**Metal 1**

Bar = 50 um.
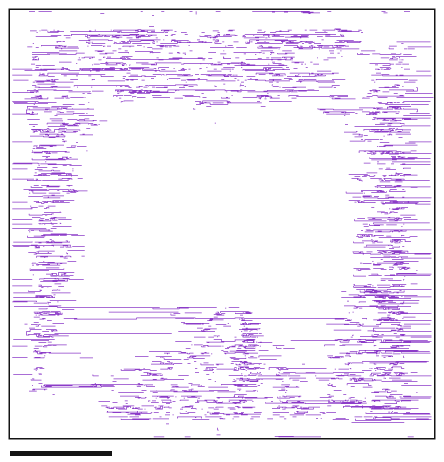
**M2 wires**

Bar = 50 um.
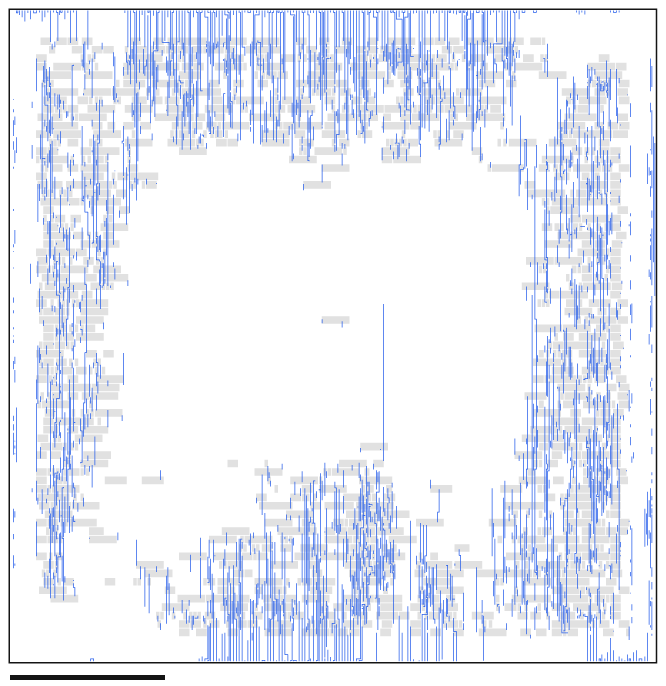
**The metal 3 layer**

Bar = 50 um.
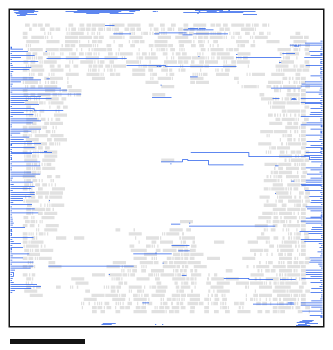
**The metal 4 layer**

Bar = 50 um.
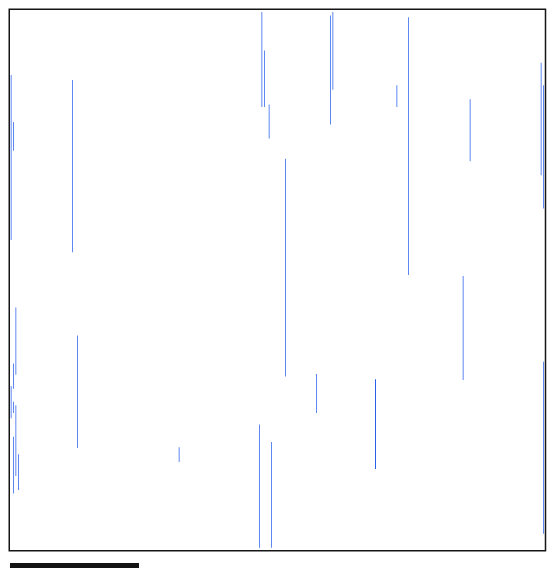
## src/rtl/mem_access_unit.sv

```systemverilog
`default_nettype none
//============================================================================
// Module      : mem_access_unit
// Description : Memory-stage unit. Turns MemRead_M/MemWrite_M into a
//               req/gnt/rvalid transaction on a multi-cycle data-memory port,
//               stalls the pipeline until the access completes (or times out)
//               and resolves the branch select PCSrc_M.
//               Optional feature macro: MEM_ALIGN_CHECK_EN (rejects accesses
//               whose address is not 8-byte aligned, pulsing misalign_M).
// Revision    : 1.0 - initial release
//============================================================================
module mem_access_unit #(
    parameter int N       = 64,
    parameter int TIMEOUT = 16
) (
    input  logic         clk,
    input  logic         reset,
    input  logic         MemRead_M,
    input  logic         MemWrite_M,
    input  logic         Branch_M,
    input  logic         zero_M,
    input  logic [N-1:0] aluResult_M,
    input  logic [N-1:0] writeData_M,
    input  logic [N-1:0] PCBranch_M,
    output logic         PCSrc_M,
    output logic [N-1:0] PCBranch_O,
    output logic         stall_M,
    output logic [N-1:0] readData_M,
    output logic         bus_err_M,
    output logic         mem_req,
    output logic         mem_we,
    output logic [N-1:0] mem_addr,
    output logic [N-1:0] mem_wdata,
    input  logic         mem_gnt,
    input  logic         mem_rvalid,
    input  logic [N-1:0] mem_rdata,
    output logic         misalign_M
);

    // Counter only has to hold 0..TIMEOUT-1.
    localparam int              c_CW      = (TIMEOUT > 1) ? $clog2(TIMEOUT) : 1;
    localparam logic [c_CW-1:0] c_CNT_MAX = c_CW'(TIMEOUT - 1);

    localparam logic [1:0] c_IDLE   = 2'd0;
    localparam logic [1:0] c_REQ    = 2'd1;
    localparam logic [1:0] c_WAIT_R = 2'd2;
    localparam logic [1:0] c_DONE   = 2'd3;

    logic [1:0]      r_state;
    logic [c_CW-1:0] r_cnt;
    logic            r_req;
    logic            r_we;
    logic [N-1:0]    r_addr;
    logic [N-1:0]    r_wdata;
    logic [N-1:0]    r_rdata;
    logic            r_bus_err;
    logic            r_misalign;

    logic            w_acc;
    logic            w_misalign;
    logic            w_cnt_exp;

    assign w_acc     = MemRead_M | MemWrite_M;
    assign w_cnt_exp = (r_cnt == c_CNT_MAX);

`ifdef MEM_ALIGN_CHECK_EN
    // An access to a non-doubleword-aligned address is rejected in IDLE.
    assign w_misalign = w_acc & (aluResult_M[2:0] != 3'b000);
`else
    assign w_misalign = 1'b0;
`endif

    // Branch resolution is purely combinational and FSM-independent.
    assign PCSrc_M    = Branch_M & zero_M;
    assign PCBranch_O = PCBranch_M;

    // Hold upstream while an access is being launched or is outstanding.
    assign stall_M = ((r_state == c_IDLE) & w_acc)
                   | (r_state == c_REQ)
                   | (r_state == c_WAIT_R);

    assign mem_req    = r_req;
    assign mem_we     = r_we;
    assign mem_addr   = r_addr;
    assign mem_wdata  = r_wdata;
    assign readData_M = r_rdata;
    assign bus_err_M  = r_bus_err;
    assign misalign_M = r_misalign;

    // Access FSM with per-phase timeout; inputs are only sampled in IDLE.
    always_ff @(posedge clk or negedge reset) begin
        if (!reset) begin
            r_state    <= c_IDLE;
            r_cnt      <= '0;
            r_req      <= 1'b0;
            r_we       <= 1'b0;
            r_addr     <= '0;
            r_wdata    <= '0;
            r_rdata    <= '0;
            r_bus_err  <= 1'b0;
            r_misalign <= 1'b0;
        end else begin
            case (r_state)
                c_IDLE: begin
                    r_bus_err  <= 1'b0;
                    r_misalign <= 1'b0;
                    if (w_misalign) begin
                        // Rejected access: no bus cycle, loads return zero.
                        r_misalign <= 1'b1;
                        if (!MemWrite_M) begin
                            r_rdata <= '0;
                        end
                        r_state <= c_DONE;
                    end else if (w_acc) begin
                        r_req   <= 1'b1;
                        r_we    <= MemWrite_M;
                        r_addr  <= aluResult_M;
                        r_wdata <= writeData_M;
                        r_cnt   <= '0;
                        r_state <= c_REQ;
                    end
                end
                c_REQ: begin
                    if (mem_gnt) begin
                        r_req <= 1'b0;
                        if (r_we) begin
                            r_state <= c_DONE;
                        end else begin
                            r_cnt   <= '0;
                            r_state <= c_WAIT_R;
                        end
                    end else if (w_cnt_exp) begin
                        r_req     <= 1'b0;
                        r_bus_err <= 1'b1;
                        if (!r_we) begin
                            r_rdata <= '0;
                        end
                        r_state <= c_DONE;
                    end else begin
                        r_cnt <= r_cnt + c_CW'(1);
                    end
                end
                c_WAIT_R: begin
                    if (mem_rvalid) begin
                        r_rdata <= mem_rdata;
                        r_state <= c_DONE;
                    end else if (w_cnt_exp) begin
                        r_rdata   <= '0;
                        r_bus_err <= 1'b1;
                        r_state   <= c_DONE;
                    end else begin
                        r_cnt <= r_cnt + c_CW'(1);
                    end
                end
                default: begin
                    // DONE: single cycle in which the pipeline advances.
                    r_bus_err  <= 1'b0;
                    r_misalign <= 1'b0;
                    r_state    <= c_IDLE;
                end
            endcase
        end
    end

endmodule
`default_nettype wire

```

## config.mk

```make
export PLATFORM = sky130hd
export DESIGN_NAME = mem_access_unit
export DESIGN_NICKNAME = d
export VERILOG_FILES = /design/src/rtl/mem_access_unit.sv
export SDC_FILE = /design/constraint.sdc
export NUM_CORES = 1
export LEC_CHECK = 0
export ABC_CLOCK_PERIOD_IN_PS = 2000
export CORE_AREA = 8 8 200 202
export DETAILED_ROUTE_END_ITERATION = 7
export DIE_AREA = 0 0 208 210
export PLACE_DENSITY = 0.65
export SYNTH_ARGS = -nofsm -noshare
export SYNTH_HDL_FRONTEND = slang
export SYNTH_SLANG_ARGS = --single-unit
```

## constraint.sdc

```tcl
create_clock -name clk -period 2 [get_ports clk]
set_input_delay 0.3 -clock clk [delete_from_list [all_inputs] [get_ports clk]]
set_output_delay 0.3 -clock clk [all_outputs]
set_load 0.02 [all_outputs]
```

==> COMMIT_EDITMSG <==
Add synthesis and place-and-route results

* PnR Total Power: 21490 uW
- CTS hold repair buffers: 1
* Total clock network power: 4130 uW
- Post-detailed-placement cell area: 12660 sq um
* Setup Viol. Count Final: 0
- Type of destination of the critical path: flop
- The power report lists cell-internal power as 13140 uW.
- The routed design shows a via density per instance of 4.146.
* Comb/total area: 19.98%
* Largest non-sequential cell family by area: simple AND/OR/NAND/NOR gates
- The script computed the net switching share of total power as 38.85%.
* Final tally of max-slew violations: 0
- The count of nets left with antenna violations once routing finished came out at 0.
- The data arrival time reported for the critical path is 2.26 ns.
* Worst EP required: 2.39 ns
- Looking at the gate-level netlist, the highest instance count belongs to nand2_1.
- Fraction of standard cell area that is sequential: 37.40%
* Flop count: 201
* Total routing resource utilization after global routing: 12.41%
- According to the Yosys statistics, the synthesized design has a chip area of 8342 sq um.
* Number of setup buffers added after CTS: 2
- After layout, the inverter instance count without clock inverters stands at 2.
- In this run the standard cell core region covers 36960 sq um.
* Share of power burned in registers: 31.9%
* Final Critical Period: 1.868 ns
- Wire per inst: 15.80 um
* Area share of fa/ha/maj cells after synthesis: 0.7500%
- After synthesis the netlist holds a flip-flop and latch count of 201.
- Cell area after synthesis: 8342 sq um
- The final timing report lists a hold violation count of 0.
- Group drawing the most power: combinational cells
- Layout Skew: 0.009395 ns
* Met1 routed wirelength after detailed routing: 11320 um
- Post-route fraction of the period consumed by the critical path: 93.42%
- The warning tally printed by Yosys for this design is 0.
- Status: completed
* Vias in the first global route: 7673
- Synthesis produced a netlist whose cell count is 945.
* CP delay by family, top: simple AND/OR/NAND/NOR gates
- Crit path cell chain: inv_2 > ha_4 > or3b_4 > nor3b_4 > nor3b_2 > mux2_2
* Clock tree from TritonCTS: yes
- Late-Pin Clk Latency: 0.50 ns
- For the final routed database, the setup TNS stands at 0 ns.
- Power dissipated in combinational cells: 10500 uW
- Row cnt: 71
- Worst-case clock buffer depth: 3
- Entering global routing, the biggest net connects 78 pins.
- Unrepaired setup endpoints after global routing: no
* Main flop type after synthesis: dfrtp_1
- At floorplan, the net count of the design was reported as 1214.
- Global placement routability congestion: 0.7830
- Gate power share: 48.8%
- Number of clock-tree buffers in the layout: 33
- Average cell area after synthesis: 8.827 sq um
- Logic cell area: 2689 sq um
- Proportion of synthesized area in mux cells: 0.1350%
- The floorplan step set the die height to 210 um.
- In the setup report, the worst path falls into the class flop to flop.
- Looking at the clock tree report, the root buffer type is clkbuf_16.
- Ranked by instance count, the synthesized netlist is headed by 518 x nand2_1, 201 x dfrtp_1, 68 x buf_4.
- The placement report lists the number of port buffers as 396.
- Drt drc: 0
- Number of clock buffers inserted by TritonCTS: 23
* Highest layer used for signal routing: met4
* Async SR Flop Fraction: 100.0%
- The first global-routing pass estimated 44220 um of wire.
* Switching Power: 8350 uW
* Cell type contributing the most total cell area after synthesis: dfrtp_1
- The first detailed-routing pass ran for 5 iterations.
- Max Fclk: 535.2 MHz
- The clock tree has to reach 201 sinks.
- Max-area cell share: 60.30%
- Per the synthesis report, the XOR/XNOR share of the synthesized area is 0%.
* Worst slew slack as a fraction of its limit: 62.65%
- The pin closest to its max-slew limit shows a slew of 0.5603 ns.
- Per the layout area report, the register area comes to 5032 sq um.
- Tally of OpenROAD warnings: 29
* Final non-clock buffer share: 32.70%
- The chip occupies 43680 sq um.
- The post-route netlist has 6.759% of its cells at a drive strength greater than 1.
* Worst hold path type: input port to flop
- Share of total power in the clock network: 19.2%
* Post-synthesis to final-layout area growth: 61.30%
* Post-route design area: 13460 sq um
- Clock cells make up 5.449% of the layout cell area.
- Cell total in the yosys stat output: 945
- IO Pins: 526
* Share of synthesized cell area in and, or, nand and nor gates: 24.78%
* Cells taking the most area after synthesis: dfrtp_1 60%, nand2_1 23%, buf_4 6.1%
- The post-synth count of flops with an enable pin is 0.
* Register area share after synthesis: 60.30%
* End-of-flow core utilization: 36.41%
- The floorplan step set the die width to 208 um.
- Power per cell area: 1597 nW/um^2
- Count of nets after finishing: 1559
* Leading cell types in the layout, fill and taps excluded: 518 x nand2_1, 394 x clkdlybuf4s50_1, 199 x dfrtp_1
- Peak per-stage delay on the critical path: 0.44 ns
- Non-clock buffers: 434
- Area fraction in compound gates after synthesis: 5.640%
* Fraction of the core area occupied by cells at floorplan: 22.57%
- Most common cell after layout, fill and taps aside: nand2_1
- Filler Cell Count: 3680
- Clock H-tree levels: 1
* Grt total ovfl: 0
- Slowest cell on the critical path: dfrtp_2
- Per the post-CTS timing run, clock transition at the registers of the reported paths is 0.06 ns.
-- 'metal 1' (at the start) --
share of all routed wire: 40%
wire length on this layer: 11300 um
nets with wire on the layer: 1334
main direction: horizontal
longest straight run: 57.5 um

-- 'M2 wires' (at the start) --
main direction: vertical
wire length on this layer: 12800 um
longest straight run: 86.0 um
share of all routed wire: 46%
nets with wire on the layer: 1236
met2 GRT Util: 19.50%
total wirelength of the detailed-routed design: 28060 um
number of vias after detailed routing: 7364

-- 'the metal 3 layer' (at the start) --
share of all routed wire: 11%
nets with wire on the layer: 293
grt met3 use: 5.124%

-- 'the metal 4 layer' (at the start) --
share of all routed wire: 3.6%
longest straight run: 100 um
main direction: vertical

## through the flow
stage	setup slack (ns)	hold WS (ns)	cells
after floorplan	0.1210	0.004409	945
after CTS	0.0005402	0.2834	1776
after global routing	0.003198	0.2982	1776
final	0.1316	0.3221	1776
after detailed placement	0.04174	0.3417	1736
after global placement	0.06459	0.3404	1736
## path summary, 6_finish.rpt
check	from	end	slack, ns	depth (start not counted)
worst min-delay path	writeData_M[59]	mem_wdata[59]	0.32	3
worst max register to register	r_state[1]	r_cnt[0]	0.13	6
worst min register to register	mem_wdata[13]	mem_wdata[13]	0.47	2
min in group asynchronous	reset	readData_M[35]	0.37	2
worst max-delay path	r_state[1]	r_cnt[0]	0.13	6
max in group asynchronous	reset	mem_wdata[37]	1.05	3
No activity file was given, so power comes from the tool's default toggle rates.
